===== src/rtl/gpu_pkg.sv =====
// Shared definitions for the fragment pipeline: screen limits, depth constants,
// fragment record layout (also decoded by the z-buffer consumer) and span FSM states.
package gpu_pkg;

    localparam int SCREEN_W_DEF = 640;
    localparam int SCREEN_H_DEF = 480;

    // 16'hFFFF is the cleared z-buffer value, so emitted depths stop one short of it.
    localparam logic [15:0] Z_CLEAR = 16'hFFFF;
    localparam logic [15:0] Z_MAX   = 16'hFFFE;

    localparam int FR_W     = 16;
    localparam int FR_X_LSB = 240;
    localparam int FR_Y_LSB = 224;
    localparam int FR_Z_LSB = 208;
    localparam int FR_R_LSB = 48;
    localparam int FR_G_LSB = 32;
    localparam int FR_B_LSB = 16;

    typedef enum logic [1:0] {
        ST_IDLE,
        ST_SETUP,
        ST_EMIT
    } span_state_t;

    function automatic logic [15:0] sat_depth(input logic signed [31:0] acc);
        if (acc < 32'sd0)
            return 16'd0;
        else if (acc > 32'sd65534)
            return Z_MAX;
        else
            return acc[15:0];
    endfunction

endpackage


===== src/rtl/z_interp.sv =====
// Depth interpolator: loads z0 + offset*dz for the first visible pixel, then
// advances by dz per emitted pixel and presents the saturated depth.
module z_interp
    import gpu_pkg::*;
(
    input  logic        clk,
    input  logic        rst,
    input  logic        load,
    input  logic        step,
    input  logic [15:0] z0,
    input  logic [15:0] dz,
    input  logic [16:0] offset,
    output logic [15:0] sat_z
);

    logic signed [31:0] r_acc;
    logic signed [31:0] w_dz_ext;
    logic signed [31:0] w_prod;
    logic signed [31:0] w_load_val;

    // offset is the count of pixels clipped off the left edge, always non-negative.
    assign w_dz_ext   = $signed({{16{dz[15]}}, dz});
    assign w_prod     = $signed({15'd0, offset}) * w_dz_ext;
    assign w_load_val = $signed({16'd0, z0}) + w_prod;

    always_ff @(posedge clk or posedge rst) begin
        if (rst)
            r_acc <= 32'sd0;
        else if (load)
            r_acc <= w_load_val;
        else if (step)
            r_acc <= r_acc + w_dz_ext;
    end

    assign sat_z = sat_depth(r_acc);

endmodule


===== src/rtl/span_rasterizer.sv =====
// Span rasterizer: clips one horizontal span to the screen and pushes one
// fragment record per pixel into the z-buffer queue, throttled by queue occupancy.
module span_rasterizer
    import gpu_pkg::*;
#(
    parameter logic [15:0] QUEUE_DEPTH = 16'd64,
    parameter int          SCREEN_W    = SCREEN_W_DEF,
    parameter int          SCREEN_H    = SCREEN_H_DEF
) (
    input  logic         clk,
    input  logic         rst,
    input  logic         span_valid,
    output logic         span_ready,
    input  logic [15:0]  span_y,
    input  logic [15:0]  span_x0,
    input  logic [15:0]  span_x1,
    input  logic [15:0]  span_z0,
    input  logic [15:0]  span_dz,
    input  logic [7:0]   span_r,
    input  logic [7:0]   span_g,
    input  logic [7:0]   span_b,
    output logic         z_adding,
    output logic [255:0] z_add_regs,
    input  logic [15:0]  z_size,
    output logic         busy,
    output logic [31:0]  frag_count
);

    localparam logic signed [15:0] X_MAX = $signed(16'(SCREEN_W - 1));
    localparam logic signed [15:0] Y_MAX = $signed(16'(SCREEN_H - 1));

    span_state_t r_state;
    span_state_t w_next;

    logic signed [15:0] r_y;
    logic signed [15:0] r_x0;
    logic signed [15:0] r_x1;
    logic [15:0]        r_z0;
    logic [15:0]        r_dz;
    logic [7:0]         r_r;
    logic [7:0]         r_g;
    logic [7:0]         r_b;

    logic signed [15:0] r_x;
    logic signed [15:0] r_xe;
    logic               r_adding;
    logic [255:0]       r_rec;
    logic [31:0]        r_frag_count;

    logic               w_accept;
    logic               w_load;
    logic               w_push;
    logic               w_empty;
    logic               w_credit;
    logic               w_last;
    logic signed [15:0] w_xs;
    logic signed [15:0] w_xe;
    logic [16:0]        w_offset;
    logic [15:0]        w_sat_z;
    logic [255:0]       w_record;

    // Span clipping, evaluated on the latched fields during SETUP.
    assign w_empty = (r_y < 16'sd0) || (r_y > Y_MAX) || (r_x0 > r_x1) ||
                     (r_x1 < 16'sd0) || (r_x0 > X_MAX);
    assign w_xs     = (r_x0 < 16'sd0) ? 16'sd0 : r_x0;
    assign w_xe     = (r_x1 > X_MAX) ? X_MAX : r_x1;
    assign w_offset = {w_xs[15], w_xs} - {r_x0[15], r_x0};

    // A push still in flight is not yet visible in z_size, so it is counted here.
    assign w_credit = ({1'b0, z_size} + {16'd0, r_adding}) < {1'b0, QUEUE_DEPTH};
    assign w_last   = (r_x == r_xe);

    always_ff @(posedge clk or posedge rst) begin
        if (rst)
            r_state <= ST_IDLE;
        else
            r_state <= w_next;
    end

    always_comb begin
        w_next = r_state;
        unique case (r_state)
            ST_IDLE:  if (span_valid) w_next = ST_SETUP;
            ST_SETUP: w_next = w_empty ? ST_IDLE : ST_EMIT;
            ST_EMIT:  if (w_push && w_last) w_next = ST_IDLE;
            default:  w_next = ST_IDLE;
        endcase
    end

    always_comb begin
        span_ready = (r_state == ST_IDLE);
        busy       = (r_state != ST_IDLE);
        w_accept   = (r_state == ST_IDLE) && span_valid;
        w_load     = (r_state == ST_SETUP) && !w_empty;
        w_push     = (r_state == ST_EMIT) && w_credit;
    end

    always_ff @(posedge clk or posedge rst) begin
        if (rst) begin
            r_y  <= 16'sd0;
            r_x0 <= 16'sd0;
            r_x1 <= 16'sd0;
            r_z0 <= 16'd0;
            r_dz <= 16'd0;
            r_r  <= 8'd0;
            r_g  <= 8'd0;
            r_b  <= 8'd0;
        end else if (w_accept) begin
            r_y  <= span_y;
            r_x0 <= span_x0;
            r_x1 <= span_x1;
            r_z0 <= span_z0;
            r_dz <= span_dz;
            r_r  <= span_r;
            r_g  <= span_g;
            r_b  <= span_b;
        end
    end

    always_ff @(posedge clk or posedge rst) begin
        if (rst) begin
            r_x  <= 16'sd0;
            r_xe <= 16'sd0;
        end else if (w_load) begin
            r_x  <= w_xs;
            r_xe <= w_xe;
        end else if (w_push) begin
            r_x  <= r_x + 16'sd1;
        end
    end

    z_interp u_z_interp (
        .clk    (clk),
        .rst    (rst),
        .load   (w_load),
        .step   (w_push),
        .z0     (r_z0),
        .dz     (r_dz),
        .offset (w_offset),
        .sat_z  (w_sat_z)
    );

    always_comb begin
        w_record                      = '0;
        w_record[FR_X_LSB +: FR_W]    = r_x;
        w_record[FR_Y_LSB +: FR_W]    = r_y;
        w_record[FR_Z_LSB +: FR_W]    = w_sat_z;
        w_record[FR_R_LSB +: FR_W]    = {8'h00, r_r};
        w_record[FR_G_LSB +: FR_W]    = {8'h00, r_g};
        w_record[FR_B_LSB +: FR_W]    = {8'h00, r_b};
    end

    // The record register only loads on a push, so it holds across stalls.
    always_ff @(posedge clk or posedge rst) begin
        if (rst) begin
            r_adding     <= 1'b0;
            r_rec        <= '0;
            r_frag_count <= 32'd0;
        end else begin
            r_adding <= w_push;
            if (w_push) begin
                r_rec        <= w_record;
                r_frag_count <= r_frag_count + 32'd1;
            end
        end
    end

    assign z_adding   = r_adding;
    assign z_add_regs = r_rec;
    assign frag_count = r_frag_count;

endmodule

===== config.mk =====
export PLATFORM = sky130hd
export DESIGN_NAME = span_rasterizer
export DESIGN_NICKNAME = d
export VERILOG_FILES = /design/src/rtl/gpu_pkg.sv /design/src/rtl/z_interp.sv /design/src/rtl/span_rasterizer.sv
export SDC_FILE = /design/constraint.sdc
export NUM_CORES = 1
export LEC_CHECK = 0
export ABC_AREA = 1
export CORE_ASPECT_RATIO = 2
export CORE_UTILIZATION = 40
export CTS_CLUSTER_SIZE = 25
export DETAILED_ROUTE_END_ITERATION = 6
export GPL_TIMING_DRIVEN = 0
export PLACE_DENSITY = 0.7
export REMOVE_ABC_BUFFERS = 1
export SLEW_MARGIN = 25
export SYNTH_ARGS = -nofsm -noshare
export SYNTH_HDL_FRONTEND = slang
export SYNTH_SLANG_ARGS = --single-unit

===== constraint.sdc =====
create_clock -name clk -period 10.9 [get_ports clk]
set_input_delay 3.27 -clock clk [delete_from_list [all_inputs] [get_ports clk]]
set_output_delay 3.27 -clock clk [all_outputs]
set_load 0.02 [all_outputs]

Figure 1. Cell classes on the final placement (run 1).
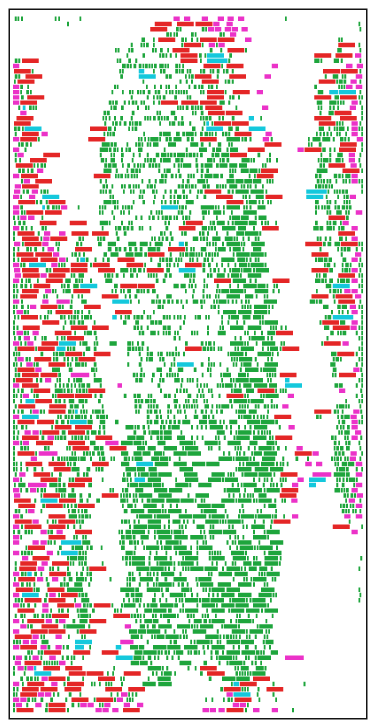
remaining logic cells -> green  # cells 3189
sequential cells -> red  # cells 275
remaining buffers and delay cells -> magenta  # cells 238
clock drivers and dummy loads -> cyan  # cells 52

Figure 2. Routed metal per tile (run 1).
The bar under the picture is 50 um long. The die is cut into 18 by 37 equal tiles; dark blue is low, red is high, scaled to the fullest tile. Values are wire area over tile area, all layers added.
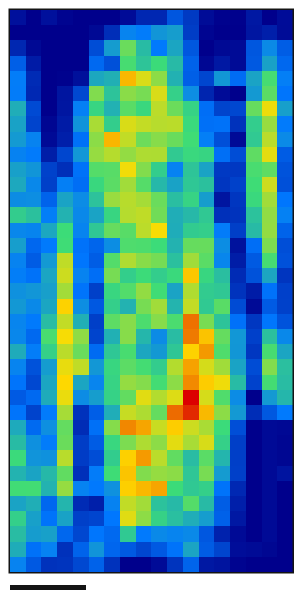
tiles over half the peak = 28%
nearly empty tiles = 8.6%
fullest tile = 0.63
mean over tiles = 0.22

==> run_results.csv, run 1 <==
group,metric,value,unit
yosys,netlist.area_leader.share,0.257,
final_layout,largest_cell_class,"logic gates",
critical_path,reg2regPathDepth,34,
hold_path,hp-class,"flip-flop to flip-flop",
sta,tightest_slew,974,ps
yosys,ys_chip_area,0.0267,mm^2
final_layout,final-instance-count-excl-fill,4631,
sta,finalSetupTns,0,ps
yosys,ys_seq_frac,0.257,
final_layout,seq-cell-share,0.227,
yosys,ys_ff,275,
yosys,synthArstFlopShare,1.00,
yosys,syn-cell-area,0.0267,mm^2
placement,port_buffers,229,
final_layout,post-route-util,0.460,
yosys,flop_cell,"dfrtp_1",
route,drc,0,
clocking,root_buffer,"clkbuf_16",
sta,slew_viol_final,0,
die,core.rowCount,133,
yosys,syn_area_per_cell,7.51,um^2
final_layout,nNonClkBuffers,238,
global_route,first_global_vias,24288,
clocking,insertion_delay,630,ps
sta,fin_worst_skew,38.1,ps
final_layout,nMultiInputCombCells,2562,
clocking,cts_buffer_depth,3,
final_layout,layout-drive-gt1-share,0.0370,
sta,min_period_over_period,0.807,
clocking,cts_resized,0,
route,wl_per_cell,18.7,um
critical_path,crit_family,"adder cells",
critical_path,crit_slowest_cell,"dfrtp_1",
die,io_pins,414,
route,ant_nets,0,
job,warning_count,27,
clocking,post_cts.repair.setup_buffers,0,
pwr,power.density,77.0,mW/mm^2
final_layout,comb-cell-share,0.543,
sta,min_period,8790,ps
run_status,status,"completed",
clocking,clk_pin_slew,70,ps
clocking,clock-sinks,275,
critical_path,reg2reg_from,"r_x0[15]",
route,drt_iter0_markers,1046,
placement,placed_area,0.0293,mm^2
sta,setup_ws,2110,ps
placement,dp_hpwl,68.7,mm
global_route,track_usage,0.262,
critical_path,r2r-end,"u_z_interp.r_acc[31]",
final_layout,numSequentialCells,275,
clocking,holdBufCountCts,0,
yosys,yosys-top-cells-area,"dfrtp_1, fa_1, nand2_1, inv_1, ha_1",
critical_path,critPathLaunchType,"flip-flop",
placement,place_inst,4579,
clocking,cts_tree,"yes",
final_layout,design_area,0.0303,mm^2
critical_path,cp-end-kind,"flip-flop",
global_route,grt_pass1_wl,134,mm
die,die_w,185,um
final_layout,n_antenna_cell,0,
final_layout,fin_nets,4247,
final_layout,nNonClkInverters,627,
final_layout,fillers,6675,
hold_path,hold_depth,2,
hold_path,hold_start,"r_b[0]",
global_route,overflow,0,
yosys,most_common_cell,"nand2_1",
clocking,cts_buffers,28,
placement,routabilityCongestion,0.965,
hold_path,holdPathEnd,"z_add_regs[16]",
yosys,synth_area_leader_cell,"dfrtp_1",
critical_path,worstSetupPathType,"flip-flop to flip-flop",
sta,hold_viol_final,0,
Figure 3. Wiring by layer (run 1).
The bar under the picture is 50 um long.
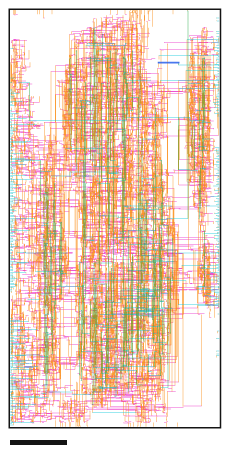
M3 -> cyan  # wire length 4690 um
M4 -> green  # wire length 7740 um
M5 -> blue  # wire length 17.5 um
M1 -> magenta  # wire length 28.4 mm
M2 -> orange  # wire length 45.6 mm

[run 1: placed cells by master, fill, tap and decap left out, types with 33 or more instances in the layout]
master	instances
o21ai_0	218
nand3_1	148
a21oi_1	75
xor2_1	52
nor3_1	33
fa_1	225
nor2_1	330
inv_1	615
dfrtp_1	274
ha_1	167
nand2_1	907
clkdlybuf4s50_1	229
conb_1	184
nand4_1	80
[run 1: routing by layer]
| layer | vias to the layer above | track usage | share of wire | routed length [um] |
|---|---|---|---|---|
| li1 | 10923 | - | - | - |
| met1 | 11010 | 0.251 | 0.33 | 28400 |
| met2 | 964 | 0.491 | 0.53 | 45600 |
| met3 | 320 | 0.0360 | 0.054 | 4690 |
| met4 | 2 | 0.207 | 0.090 | 7740 |
| met5 | - | 0 | 0.00020 | 17 |
[run 1: worst max-delay path by stage]
stage	cells past startpoint	slack, ps	to	from
floorplan	1	50	frag_count[0]	rst
global placement	2	-4290	u_z_interp.r_acc[13]	rst
global route	31	1540	u_z_interp.r_acc[14]	r_x0[15]
finish	34	2110	u_z_interp.r_acc[31]	r_x0[15]
CTS	34	2150	u_z_interp.r_acc[31]	r_x0[15]
detailed placement	34	2120	u_z_interp.r_acc[31]	r_x0[15]
[run 1: power breakdown]
part | internal [uW] | switching (uW) | leakage (uW) | total [uW]
Sequential | 1030 | 10.5 | 0.00329 | 1040
Clock | 601 | 482 | 0.000483 | 1080
Combinational | 73.8 | 134 | 0.0124 | 208
[run 1: kinds of logic after synthesis]
group / count (synthesis) / share of synthesized area
other cells: 1 / 0.000140
fa+ha+maj: 392 / 0.247
compound gates: 317 / 0.0619
simple gates: 1593 / 0.254
flops: 275 / 0.257
buf+inv: 909 / 0.156
xor+xnor: 76 / 0.0249
==> inputs of run 2 (changes only) <==
Settings changed: PLACE_DENSITY 0.7 to 0.67.
Clock period 10.9 ns to 9.25 ns, I/O delays scaled along.
Figure 4. Routed metal per tile (run 2).
The bar under the picture is 50 um long. The die is cut into 18 by 37 equal tiles; dark blue is low, red is high, scaled to the fullest tile. Values are wire area over tile area, all layers added.
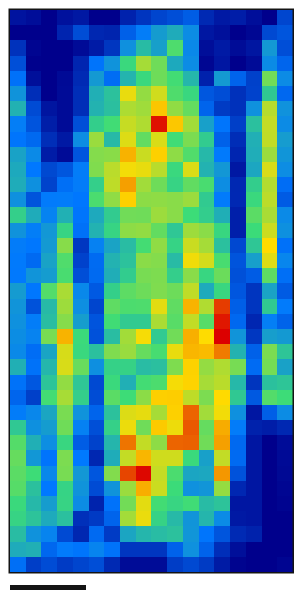
mean over tiles = 0.21
tiles over half the peak = 32%
fullest tile = 0.58

Figure 5. Wiring by layer (run 2).
The bar under the picture is 50 um long.
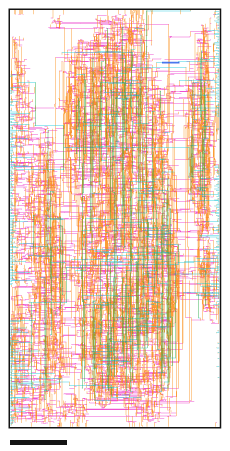
M2 -> orange  # wire length 44.9 mm
M3 -> cyan  # wire length 4430 um
M1 -> magenta  # wire length 28.7 mm
M5 -> blue  # wire length 13.8 um
M4 -> green  # wire length 7900 um

==> run 2 against run 1 <==
Critical path depth unchanged. Area after synthesis unchanged. Worst setup slack got worse by 1300 ps. Sequential cell count unchanged. Sequential share of layout area about the same. Register-to-register slack got worse by 1300 ps.
==> run_results.csv, run 2 <==
group,metric,value,unit
run_status,status,"completed",
route,ant_nets,0,
hold_path,hold_depth,2,
clocking,clock-sinks,275,
final_layout,fin_nets,4248,
pwr,netSwitchingFraction,0.265,
sta,tightest_slew,971,ps
pwr,seqPwrFrac,0.459,
placement,placed_area,0.0293,mm^2
pwr,top_power_group,"registers",
die,die_w,185,um
yosys,synth_area_leader_cell,"dfrtp_1",
critical_path,r2r-end,"u_z_interp.r_acc[31]",
placement,dp_hpwl,68.5,mm
placement,routabilityCongestion,0.964,
yosys,ys_ff,275,
pwr,p_clk_frac,0.449,
critical_path,crit_slowest_cell,"xor2_1",
route,wl_per_cell,18.5,um
clocking,cts_buffers,29,
sta,fin_worst_skew,13.0,ps
critical_path,cp-end-kind,"flip-flop",
hold_path,hp-class,"flip-flop to flip-flop",
final_layout,post-route-util,0.459,
critical_path,reg2regPathDepth,34,
final_layout,layout-drive-gt1-share,0.0360,
pwr,powerComb,247,uW
clocking,insertion_delay,590,ps
global_route,grt.met2_usage,0.481,
hold_path,hold_start,"r_b[7]",
sta,finalSetupTns,0,ps
clocking,cts_buffer_depth,3,
clocking,holdBufCountCts,0,
critical_path,crit_family,"adder cells",
yosys,syn-cell-area,0.0267,mm^2
yosys,netlist.area_leader.share,0.257,
placement,place_inst,4579,
critical_path,crit_cells,34,
critical_path,critPathLaunchType,"flip-flop",
global_route,grt_pass1_wl,134,mm
pwr,power.density,88.5,mW/mm^2
final_layout,final-instance-count-excl-fill,4630,
sta,min_period,8490,ps
pwr,p_comb_frac,0.092,
critical_path,worstSetupPathType,"flip-flop to flip-flop",
final_layout,lay_top_count,"nand2_1",
yosys,ys_chip_area,0.0267,mm^2
route,dr_wl_met2,44.9,mm
final_layout,n_antenna_cell,0,
yosys,syn_area_per_cell,7.51,um^2
die,core.rowCount,133,
global_route,first_global_vias,23931,
placement,port_buffers,229,
job,warning_count,27,
route,drc,0,
final_layout,design_area,0.0302,mm^2
global_route,grt_busiest_layer,"met2",
global_route,overflow,0,
yosys,flop_cell,"dfrtp_1",
sta,hold_viol_final,0,
pwr,internal_power,1970,uW
pwr,p_seq,1230,uW
route,wl_met3,4.43,mm
route,wl_met1,28.7,mm
==> run 2: cell types whose count changed in the layout (fill, tap and decap cells not counted) <==
| cell | previous run | this run |
|---|---|---|
| nand2_4 | 6 | 7 |
| clkinv_2 | 5 | 4 |
| dfrtp_1 | 274 | 273 |
| nand2_2 | 6 | 5 |
| clkinv_4 | 2 | 3 |
| clkbuf_1 | 1 | 5 |
| clkbuf_16 | 28 | 29 |
| clkinv_8 | 1 | 0 |
| inv_8 | 3 | 2 |
| inv_6 | 3 | 1 |
| bufinv_16 | 4 | 2 |
| dfrtp_2 | 1 | 2 |
==> run 2: logic make-up (layout without fill, tap and decap cells) <==
logic type | count (synthesis) | in the layout | synth area share
AOI/OAI and AO/OA | 317 | 317 | 0.0619
xor gates and xnor gates | 76 | 76 | 0.0249
adders and majority gates | 392 | 392 | 0.247
buffers and inverters | 909 | 916 | 0.156
DFF | 275 | 275 | 0.257
other | 1 | 184 | 0.000140
and+or+nand+nor | 1593 | 1593 | 0.254
==> run 2: worst max path at each step <==
stage,startpoint,to,slack (ps)
6_report,r_x0[15],u_z_interp.r_acc[31],760
5_1_grt,r_x0[15],u_z_interp.r_acc[31],250
3_5_place_dp,r_x0[15],u_z_interp.r_acc[31],580
2_1_floorplan,rst,frag_count[0],-1110
4_1_cts,r_x0[15],u_z_interp.r_acc[31],550
3_3_place_gp,rst,frag_count[11],-5460
==> run 2: layout make-up <==
cell class | count | area share
clock buffer | 38 | 0.0264
clock inverter | 13 | 0.00463
inverter | 627 | 0.0784
multi-input combinational | 2562 | 0.544
sequential | 275 | 0.228
tap | 877 | 0.0363
timing repair buffer | 238 | 0.0826
==> inputs of run 3 (changes only) <==
Settings changed: SLEW_MARGIN 25 to 20.
Figure 6. Congestion heat map (run 3).
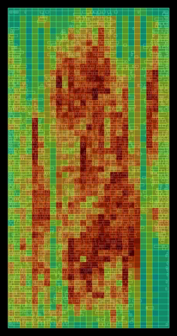
gr busiest metal: met2
Finished Core Util: 0.460
M1 GR Usage: 0.252
GRT Util Overall: 0.261
met3 Track Usage GR: 0.0358

==> run 3 against run 2 <==
Design area increased by 0.18%. Die area unchanged. Final cell count about the same. Clock power increased by 4%. Combinational power about the same. Sequential share of layout area about the same. Critical path type unchanged. Largest power group is now clock. Highest routed layer is now met4.
==> run_results.csv, run 3 <==
group,metric,value,unit
sta,tightest_slew,1140,ps
run_status,status,"completed",
final_layout,nMultiInputCombCells,2562,
placement,dp_hpwl,68.8,mm
critical_path,cp-end-kind,"flip-flop",
route,wl_per_cell,18.5,um
hold_path,hold_start,"r_b[7]",
yosys,ys_seq_frac,0.257,
final_layout,n_antenna_cell,0,
die,tap_cells,877,
pwr,power.density,89.8,mW/mm^2
yosys,synth_area_leader_cell,"dfrtp_1",
sta,setup_ws,585,ps
hold_path,hold_depth,2,
final_layout,layout-drive-gt1-share,0.0360,
final_layout,lay_top_count,"nand2_1",
route,drc,0,
global_route,grt_pass1_wl,134,mm
global_route,first_global_vias,24091,
sta,finalSetupTns,0,ps
critical_path,crit_slowest_cell,"dfrtp_1",
final_layout,nNonClkInverters,627,
job,warning_count,27,
sta,hold_viol_final,0,
die,die_w,185,um
pwr,netSwitchingFraction,0.261,
pwr,p_clk_frac,0.458,
yosys,synth_cell_types,50,
clocking,clock-sinks,275,
hold_path,hp-class,"flip-flop to flip-flop",
final_layout,numSequentialCells,275,
yosys,ys_chip_area,0.0267,mm^2
yosys,syn-cell-area,0.0267,mm^2
yosys,flop_cell,"dfrtp_1",
clocking,insertion_delay,600,ps
final_layout,seq-cell-share,0.227,
sta,slew_viol_final,0,
global_route,overflow,0,
critical_path,arrival,9200,ps
final_layout,nNonClkBuffers,239,
yosys,ys_ff,275,
route,ant_nets,0,
final_layout,bufAreaShareNonClock,0.0833,
placement,routabilityCongestion,0.964,
global_route,grt_max_degree,137,
clocking,cts_buffer_depth,3,
critical_path,critPathLaunchType,"flip-flop",
yosys,ys_cells,3563,
critical_path,reg2regPathDepth,32,
placement,placed_area,0.0293,mm^2
final_layout,largest_cell_class,"logic gates",
yosys,syn_area_per_cell,7.51,um^2
pwr,seqPwrFrac,0.451,
final_layout,fin_nets,4249,
sta,min_period,8660,ps
critical_path,crit_family,"adder cells",
sta,fin_worst_skew,16.7,ps
pwr,internal_power,2010,uW
placement,port_buffers,229,
final_layout,clkbuf_count,40,
clocking,cts_buffers,29,
pwr,p_comb_frac,0.090,
yosys,netlist.area_leader.share,0.257,
critical_path,critPathMaxStageDelay,860,ps
die,core.rowCount,133,
clocking,holdBufCountCts,0,
Figure 7. Wiring by layer (run 3).
The bar under the picture is 50 um long.
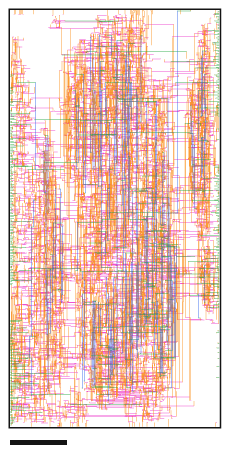
M3 -> green  # wire length 4140 um
M1 -> magenta  # wire length 28.6 mm
M2 -> orange  # wire length 44.8 mm
M4 -> blue  # wire length 8310 um

[run 3: cell counts after synthesis]
Identical to the previous run, type by type.
[run 3: per-stage QoR]
| step | hold slack, ps | power (uW) | cells |
|---|---|---|---|
| floorplan | 442 | 1390 | 3464 |
| global placement | 459 | 1490 | 4570 |
| detailed placement | 465 | 1500 | 4580 |
| CTS | 483 | 2770 | 4632 |
| global route | 492 | 2830 | 4632 |
| finish | 477 | 2720 | 4632 |
[run 3: power by group through the flow]
stage	Sequential [uW]	Combinational, uW	Clock [uW]
finish	1230	246	1250
floorplan	1260	130	0
global placement	1250	240	0
CTS	1230	248	1290
global route	1230	270	1330
detailed placement	1250	247	0
[run 3: logic make-up after synthesis]
logic type,count (synthesis),share of synthesized area
other,1,0.000140
AND/OR/NAND/NOR,1593,0.254
adder cells (fa/ha/maj),392,0.247
XOR/XNOR,76,0.0249
AND-OR/OR-AND,317,0.0619
buffers and inverters,909,0.156
flip-flops,275,0.257
[run 3: metal layers]
| layer | wire [um] | global-route usage | vias up |
|---|---|---|---|
| met4 | 8310 | 0.220 | 0 |
| met3 | 4140 | 0.0358 | 304 |
| met1 | 28600 | 0.252 | 11096 |
| li1 | - | - | 10918 |
| met5 | 0 | 0 | - |
| met2 | 44800 | 0.480 | 853 |
[run 3: how the worst max path moves through the flow]
stage / depth (start not counted) / to / start
6_report: 32 / u_z_interp.r_acc[31] / r_x0[15]
5_1_grt: 34 / u_z_interp.r_acc[31] / r_x0[15]
4_1_cts: 32 / u_z_interp.r_acc[31] / r_x0[15]
3_5_place_dp: 32 / u_z_interp.r_acc[31] / r_x0[15]
3_3_place_gp: 2 / frag_count[11] / rst
2_1_floorplan: 1 / frag_count[0] / rst
Power is estimated from default activity; no workload was simulated.
